Fig. 1: run 1, clock network drawn from the DEF
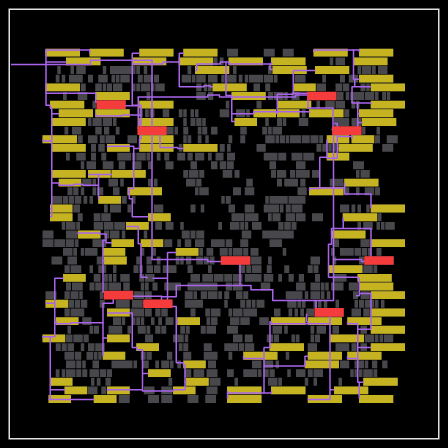
Fig. 2: run 1, metal layers overlaid
Scale bar: 50 um.
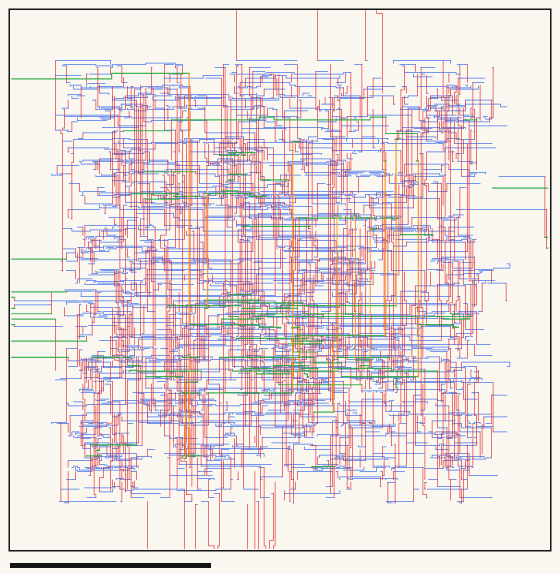
Fig. 3: run 1, routing congestion
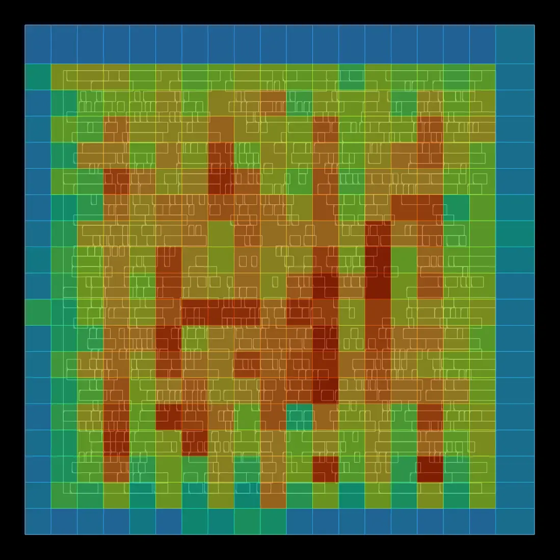
[src/rtl/bnn_collect_pkg.sv]
// Shared types and width helpers for the BNN prediction collector.
// BNN_COLLECT_INVALID_EN adds the out-of-range prediction counter and its dump word.
package bnn_collect_pkg;

  typedef enum logic [1:0] {
    StIdle,
    StCollect,
    StDump,
    StDone
  } state_e;

`ifdef BNN_COLLECT_INVALID_EN
  localparam int unsigned ExtraWords = 2;
`else
  localparam int unsigned ExtraWords = 1;
`endif

  function automatic int unsigned pw_of(input int unsigned class_cnt);
    return (class_cnt > 1) ? $clog2(class_cnt) : 1;
  endfunction

  function automatic int unsigned cw_of(input int unsigned test_cnt);
    return $clog2(test_cnt + 1);
  endfunction

  // Per-class hits, then total, then the optional invalid count.
  function automatic int unsigned dump_words(input int unsigned class_cnt);
    return class_cnt + ExtraWords;
  endfunction

endpackage

[src/rtl/bnn_hit_counter_bank.sv]
// Per-class hit counters with synchronous clear, indexed increment and indexed read.
// The read port doubles as the dump multiplexer; out-of-range reads return 0.
module bnn_hit_counter_bank
  import bnn_collect_pkg::*;
#(
  parameter int unsigned CLASS_CNT = 7,
  parameter int unsigned PW        = pw_of(CLASS_CNT),
  parameter int unsigned CW        = 10
) (
  input  logic          clk,
  input  logic          rst_n,
  input  logic          clr,
  input  logic          inc,
  input  logic [PW-1:0] inc_idx,
  input  logic [3:0]    rd_idx,
  output logic [CW-1:0] rd_data
);

  logic [CW-1:0] hit_q [CLASS_CNT];

  always_ff @(posedge clk) begin
    if (!rst_n || clr) begin
      for (int k = 0; k < int'(CLASS_CNT); k++) begin
        hit_q[k] <= '0;
      end
    end else if (inc) begin
      for (int k = 0; k < int'(CLASS_CNT); k++) begin
        if (inc_idx == PW'(k)) begin
          hit_q[k] <= hit_q[k] + CW'(1);
        end
      end
    end
  end

  always_comb begin
    rd_data = '0;
    for (int k = 0; k < int'(CLASS_CNT); k++) begin
      if (rd_idx == 4'(k)) begin
        rd_data = hit_q[k];
      end
    end
  end

endmodule

[src/rtl/bnn_pred_collector.sv]
// Tallies (prediction, label) pairs for TEST_CNT samples, then streams per-class hits and total.
// Define BNN_COLLECT_INVALID_EN to also count predictions >= CLASS_CNT and dump that count last.
module bnn_pred_collector
  import bnn_collect_pkg::*;
#(
  parameter int unsigned CLASS_CNT = 7,
  parameter int unsigned TEST_CNT  = 1000,
  parameter int unsigned PW        = pw_of(CLASS_CNT),
  parameter int unsigned CW        = cw_of(TEST_CNT)
) (
  input  logic          clk,
  input  logic          rst_n,
  input  logic          start,
  input  logic          in_valid,
  output logic          in_ready,
  input  logic [PW-1:0] in_pred,
  input  logic [PW-1:0] in_label,
  output logic          out_valid,
  input  logic          out_ready,
  output logic [CW-1:0] out_data,
  output logic [3:0]    out_idx,
  output logic          done
);

  localparam int unsigned NWords  = dump_words(CLASS_CNT);
  localparam logic [3:0]  LastIdx = 4'(NWords - 1);

  state_e        state_q;
  logic [CW-1:0] n_q;
  logic [CW-1:0] total_q;
  logic [3:0]    idx_q;
  logic          in_ready_q;
  logic          out_valid_q;
  logic [CW-1:0] out_data_q;
  logic          done_q;
`ifdef BNN_COLLECT_INVALID_EN
  logic [CW-1:0] invalid_q;
`endif

  logic          xfer;
  logic          pred_ok;
  logic          last_in;
  logic          out_xfer;
  logic          restart;
  logic [3:0]    rd_idx;
  logic [CW-1:0] rd_data;
  logic [CW-1:0] next_word;

  assign xfer     = in_valid && in_ready_q;
  assign pred_ok  = (in_pred == in_label) && (32'(in_label) < CLASS_CNT);
  assign last_in  = xfer && (n_q == CW'(TEST_CNT - 1));
  assign out_xfer = out_valid_q && out_ready;
  assign restart  = start && ((state_q == StIdle) || (state_q == StDone));

  // Word 0 is loaded on the edge that accepts the final pair, so look one word ahead.
  assign rd_idx = last_in ? 4'd0 : idx_q + 4'd1;

  bnn_hit_counter_bank #(
    .CLASS_CNT(CLASS_CNT),
    .PW       (PW),
    .CW       (CW)
  ) u_hits (
    .clk    (clk),
    .rst_n  (rst_n),
    .clr    (restart),
    .inc    (xfer && pred_ok),
    .inc_idx(in_label),
    .rd_idx (rd_idx),
    .rd_data(rd_data)
  );

  always_comb begin
    next_word = '0;
    if (32'(rd_idx) < CLASS_CNT) begin
      next_word = rd_data;
    end else if (32'(rd_idx) == CLASS_CNT) begin
      next_word = total_q;
    end
`ifdef BNN_COLLECT_INVALID_EN
    else begin
      next_word = invalid_q;
    end
`endif
    // The final pair's hit lands in the bank on the same edge; fold it into word 0.
    if (last_in && pred_ok && (in_label == '0)) begin
      next_word = next_word + CW'(1);
    end
  end

  always_ff @(posedge clk) begin
    if (!rst_n) begin
      state_q     <= StIdle;
      n_q         <= '0;
      total_q     <= '0;
      idx_q       <= '0;
      in_ready_q  <= 1'b0;
      out_valid_q <= 1'b0;
      out_data_q  <= '0;
      done_q      <= 1'b0;
`ifdef BNN_COLLECT_INVALID_EN
      invalid_q   <= '0;
`endif
    end else begin
      case (state_q)
        StIdle, StDone: begin
          if (start) begin
            state_q    <= StCollect;
            n_q        <= '0;
            total_q    <= '0;
            idx_q      <= '0;
            out_data_q <= '0;
            in_ready_q <= 1'b1;
            done_q     <= 1'b0;
`ifdef BNN_COLLECT_INVALID_EN
            invalid_q  <= '0;
`endif
          end
        end
        StCollect: begin
          if (xfer) begin
            n_q <= n_q + CW'(1);
            if (pred_ok) begin
              total_q <= total_q + CW'(1);
            end
`ifdef BNN_COLLECT_INVALID_EN
            if (32'(in_pred) >= CLASS_CNT) begin
              invalid_q <= invalid_q + CW'(1);
            end
`endif
            if (last_in) begin
              state_q     <= StDump;
              in_ready_q  <= 1'b0;
              out_valid_q <= 1'b1;
              out_data_q  <= next_word;
              idx_q       <= '0;
            end
          end
        end
        StDump: begin
          if (out_xfer) begin
            if (idx_q == LastIdx) begin
              state_q     <= StDone;
              out_valid_q <= 1'b0;
              done_q      <= 1'b1;
            end else begin
              idx_q      <= idx_q + 4'd1;
              out_data_q <= next_word;
            end
          end
        end
        default: state_q <= StIdle;
      endcase
    end
  end

  assign in_ready  = in_ready_q;
  assign out_valid = out_valid_q;
  assign out_data  = out_data_q;
  assign out_idx   = idx_q;
  assign done      = done_q;

endmodule

[config.mk]
export PLATFORM = sky130hd
export DESIGN_NAME = bnn_pred_collector
export DESIGN_NICKNAME = d
export VERILOG_FILES = /design/src/rtl/bnn_collect_pkg.sv /design/src/rtl/bnn_hit_counter_bank.sv /design/src/rtl/bnn_pred_collector.sv
export SDC_FILE = /design/constraint.sdc
export NUM_CORES = 1
export LEC_CHECK = 0
export ABC_CLOCK_PERIOD_IN_PS = 8200
export CORE_MARGIN = 10
export CORE_UTILIZATION = 52
export CTS_BUF_LIST = sky130_fd_sc_hd__clkbuf_8 sky130_fd_sc_hd__clkbuf_16
export DETAILED_ROUTE_END_ITERATION = 8
export HOLD_SLACK_MARGIN = 0.15
export PLACE_DENSITY_LB_ADDON = 0.05
export SLEW_MARGIN = 15
export SYNTH_ARGS = -nofsm -noshare
export SYNTH_HDL_FRONTEND = slang
export SYNTH_SLANG_ARGS = --single-unit
[constraint.sdc]
create_clock -name clk -period 8.2 [get_ports clk]
set_input_delay 1.23 -clock clk [delete_from_list [all_inputs] [get_ports clk]]
set_output_delay 1.23 -clock clk [all_outputs]
set_load 0.03 [all_outputs]
==> metrics.yaml, run 1 <==
status: "finished, final reports clean"
cts_setup_buffers: 0
leakage_nw: 2.54
diodes: 0
synthArstFlopShare_pct: 0
wl_met3_um: 935
ir_drop_uv: 189
p_clk_share_pct: 23.8
synth_area_mm2: 0.00681
cap_viol_max_count: 0
setup_ws_ns: 3.97
finalClockPeriodUsage_pct: 51.6
finClkSkew_ns: 0.00582
postCtsHoldBufs: 0
power.switching_mw: 0.661
hold_viol: 0
h-tree-depth: 3
worstMarginPinSlew_ns: 1.07
crit_buf_inv: 1
final_layout_top_logic_cell: "nor2_1"
antenna_found_initial: 0
io_buffers: 27
drtAntennaViolNets: 0
cp_max_fo: 15
cp-end-kind: "register"
## Picture notes: Fig. 1
Key: yellow = flip-flops [count 109]; red = clock-net drivers [count 9]; purple = clock wires [length 1460 um]
Position of the flops: widely spread. There are 10 routed clock nets.

## Picture notes: Fig. 2
Key: red = M2 [wire length 8630 um]; orange = M4 [wire length 467 um]; green = M3 [wire length 935 um]; blue = M1 [wire length 8480 um]

## Picture notes: Fig. 3
per-cell routed wire length: 19.9 um
GR peak layer: met2
Tot GR Track Use: 20.9%
met3 GRT Util: 4.75%

## run 1: worst reg2reg max path, cell delays in order (launching register included)
cell	delay (ns)
dfxtp_1	0.54
ha_1	0.51
and2_1	0.20
a21oi_1	0.08
o22a_1	0.38
nor3_4	0.37
a221oi_2	0.12
a22oi_1	0.32
ha_1	0.26
o211ai_1	0.12
nor3_2	0.22
a211oi_1	0.11
a211o_1	0.28
## run 1: power by group through the flow
stage | Combinational [mW] | Clock (mW) | Sequential, mW
floorplan | 0.354 | 0 | 0.800
global placement | 0.509 | 0 | 0.817
detailed placement | 0.516 | 0 | 0.819
CTS | 0.520 | 0.427 | 0.808
global route | 0.577 | 0.449 | 0.824
finish | 0.526 | 0.418 | 0.809
## run 1: synth_stat cells, drive strengths merged (3+ instances only)
library cell	number	area, um^2
and2	5	31.3
xor2	47	412
nor3b	3	33.8
a22oi	5	37.5
o22ai	4	25.0
nand2	82	308
dfxtp	39	781
o21ai	31	159
a21oi	27	146
nor2	125	469
or2	5	31.3
nor4	3	31.3
nor2b	8	50.1
mux2	4	45.0
xnor2	30	270
a221oi	9	109
o31ai	5	37.5
o211ai	6	50.1
inv	11	41.3
nand3	60	300
or3	6	42.5
a31oi	10	68.8
edfxtp	70	2100
and4	8	72.6
o311ai	3	26.3
o2bb2ai	3	26.3
mux2i	4	40.0
a211oi	6	55.1
buf	21	131
nand4	10	62.6
o21a	3	22.5
and3	16	100
a22o	4	35.0
clkbuf	9	33.8
a211o	6	52.6
nor3	9	61.3
ha	14	175
## run 1: sequential cells by signal, summed over array words and instances, names as in the netlist
signal and cells:
done 1, in_ready 1, state_q 2, u_hits.hit_q 70
out_idx 4, out_valid 1, total_q 10, n_q 10
out_data 10
## run 1: cell families after synthesis
family / after synthesis / share of synthesized area, %
AND-OR/OR-AND: 139 / 15.2
buffers and inverters: 41 / 3.03
flip-flops: 109 / 42.3
adder cells (fa/ha/maj): 14 / 2.57
AND/OR/NAND/NOR: 354 / 25.3
multiplexers: 9 / 1.58
XOR/XNOR: 77 / 10.0
## run 1: cell type report
| type | instances | area [um^2] | area share (%) |
|---|---|---|---|
| multi-input combinational | 593 | 3730 | 50.1 |
| sequential | 109 | 2880 | 38.8 |
| timing repair buffer | 30 | 293 | 3.94 |
| clock buffer | 10 | 239 | 3.21 |
| tap | 172 | 215 | 2.89 |
| inverter | 11 | 41.3 | 0.555 |
| clock inverter | 6 | 38.8 | 0.522 |
## run 1: path summary, 6_finish.rpt
| check | from | end |
|---|---|---|
| max | in_valid | out_data[8] |
| max reg2reg | out_idx[1] | out_data[8] |
| min reg2reg | out_data[6] | out_data[6] |
| min | out_data[6] | out_data[6] |
## run 1: through the flow
step / hold slack (ns) / cells
global placement: 0.446 / 915
finish: 0.461 / 931
CTS: 0.463 / 931
floorplan: 0.467 / 743
detailed placement: 0.453 / 915
global route: 0.489 / 931
## run 1: layer usage
metal	vias to the layer above	track usage (%)
met2	163	32.6
met4	0	7.01
li1	2724	-
met1	2697	27.9
met3	27	4.75
met5	-	0
Fig. 4: run 1, cell density map
The die is cut into 13 by 13 equal tiles; dark blue is low, red is high, 0 to 100% covered.
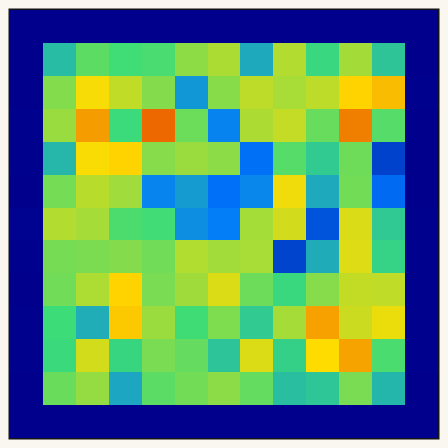

==> inputs of run 2 (changes only) <==
--- a/config.mk
+++ b/config.mk
@@ -5,7 +5,7 @@
 export SDC_FILE = /design/constraint.sdc
 export NUM_CORES = 1
 export LEC_CHECK = 0
-export ABC_CLOCK_PERIOD_IN_PS = 8200
+export ABC_CLOCK_PERIOD_IN_PS = 3630
 export CORE_MARGIN = 10
 export CORE_UTILIZATION = 52
 export CTS_BUF_LIST = sky130_fd_sc_hd__clkbuf_8 sky130_fd_sc_hd__clkbuf_16
==> constraint.sdc (replaced) <==
create_clock -name clk -period 3.63 [get_ports clk]
set_input_delay 0.5445 -clock clk [delete_from_list [all_inputs] [get_ports clk]]
set_output_delay 0.5445 -clock clk [all_outputs]
set_load 0.03 [all_outputs]
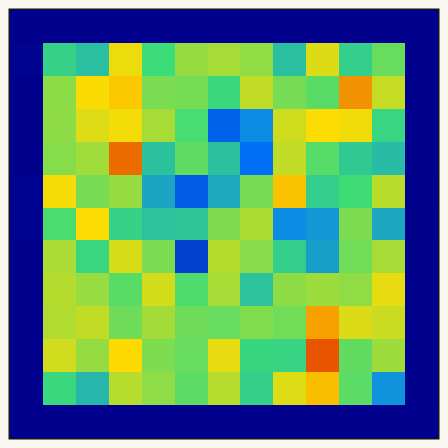
Fig. 5. Cell density map (run 2).
The die is cut into 13 by 13 equal tiles; dark blue is low, red is high, 0 to 100% covered.
28% of the tiles are nearly empty. The mean over all tiles is 41%. 4.7% of the tiles are over 75% full. The fullest tile reaches 91%.

==> run 2 against run 1 <==
Clock skew rose by 0.0030 ns. Clock power rose to 2.5 times the previous value. Global-route usage rose by 0.27 points. Register-to-register slack got worse by 4.2 ns. Routed wire length increased by 1.9%. Critical path depth rose by 3. Area after synthesis did not move. Flip-flop count did not move.
==> metrics.yaml, run 2 <==
setup_ws_ns: 0.392
grt-ovfl-total: 0
seq_area_mm2: 0.00288
finalClockPeriodUsage_pct: 89.2
diodes: 0
cts_setup_buffers: 0
reg2reg_from: "out_idx[0]"
status: "finished, final reports clean"
crit_start: "out_idx[0]"
critical_path_class: "reg -> reg"
antenna_found_initial: 0
leakage_nw: 2.66
final_layout_top_logic_cell: "nor2_1"
hold_viol: 0
gp_congestion: 0.966
ir_drop_uv: 358
holdWs_ns: 0.458
h-tree-depth: 3
rows: 41
routedWlPerCell_um: 19.8
vias: 5755
ys_cells: 743
drtAntennaViolNets: 0
final-comb-area_mm2: 0.00372
io_buffers: 27
drcViolationCount: 0
insertion_delay_ns: 0.36
synth_top_area_share_pct: 30.9
worstMarginPinSlew_ns: 0.919
regMostFlops: "u_hits.hit_q"
grt_pass1_wl_um: 30300
yosys_warnings: 0
cp.required_ns: 3.88
track_usage_pct: 21.2
largest_reg_flops: 70
grt_max_degree: 37
finClkSkew_ns: 0.00881
postCtsHoldBufs: 0
synthMostInstantiatedCell: "nor2_1"
top_area_cell: "edfxtp_1"
synth_area_mm2: 0.00681
synthTopCellsByArea: "edfxtp_1 31%, dfxtp_1 11%, nor2_1 6.9%"
synthTopCellsByCount: "125 x nor2_1, 82 x nand2_1, 70 x edfxtp_1, 60 x nand3_1, 47 x xor2_1"
hold_class: "reg -> reg"
cp_max_fo: 14
cap_viol_max_count: 0
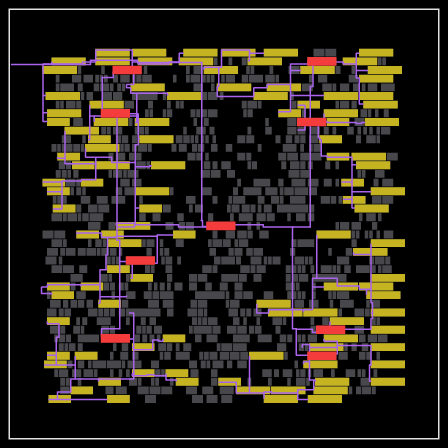
Fig. 6. Clock network drawn from the DEF (run 2).
Key: yellow = flip-flops [count 109]; purple = clock wires [length 1390 um]; red = clock-net drivers [count 9]
There are 10 routed clock nets.

-- run 2: cell counts after synthesis --
No cell type changed its count.
-- run 2: final timing paths --
path / endpoint / slack [ns] / cells past startpoint
setup reg to reg: out_data[8] / 0.39 / 12
hold / removal: out_data[6] / 0.46 / 2
hold reg to reg: out_data[6] / 0.46 / 2
setup / recovery: out_data[8] / 0.39 / 12
-- run 2: power breakdown --
part	switching [mW]	total, mW	internal, mW
Sequential	0.265	1.84	1.57
Combinational	0.767	1.21	0.448
Clock	0.461	1.06	0.602
Total	1.49	4.11	2.62
-- run 2: cells by family after synthesis --
| family | Yosys count | synth area share, % |
|---|---|---|
| compound gates | 139 | 15.2 |
| flops | 109 | 42.3 |
| xor+xnor | 77 | 10.0 |
| fa+ha+maj | 14 | 2.57 |
| simple gates | 354 | 25.3 |
| buf+inv | 41 | 3.03 |
| mux | 9 | 1.58 |
-- run 2: worst max-delay path: stages (launching register included) --
cell      delay, ns
dfxtp_1        0.34
ha_1           0.43
and2_1         0.19
a21oi_1        0.08
o22a_1         0.37
nor3_4         0.38
a221oi_2       0.12
a22oi_1        0.25
ha_1           0.25
o211ai_1       0.14
nor3_2         0.19
a211oi_1       0.10
a211o_1        0.27
-- run 2: cell type report --
cell class              count  share of cell area, %
inverters                  11                  0.542
multi-input cells         593                   48.9
clock inverters             7                   1.18
well taps                 172                   2.82
flip-flops and latches    109                   37.8
repair buffers             50                   5.81
clock buffers               9                   2.96
-- run 2: layer usage --
metal | vias to the layer above | GRT usage (%) | wire length (um)
li1 | 2764 | - | -
met1 | 2796 | 28.1 | 8780
met2 | 160 | 33.2 | 8660
met3 | 35 | 2.71 | 810
met4 | 0 | 10.7 | 624
met5 | - | 0 | 0
-- run 2: per-stage QoR --
step | cells | utilization, % | power [mW] | cell area, um^2
2_1_floorplan | 743 | - | 2.61 | 6810
3_3_place_gp | 935 | 57.4 | 3.04 | 7300
3_5_place_dp | 935 | 57.4 | 3.06 | 7300
4_1_cts | 951 | 59.9 | 4.12 | 7620
5_1_grt | 951 | 59.9 | 4.32 | 7620
6_report | 951 | 59.9 | 4.11 | 7620
Power and IR drop assume default switching activity.
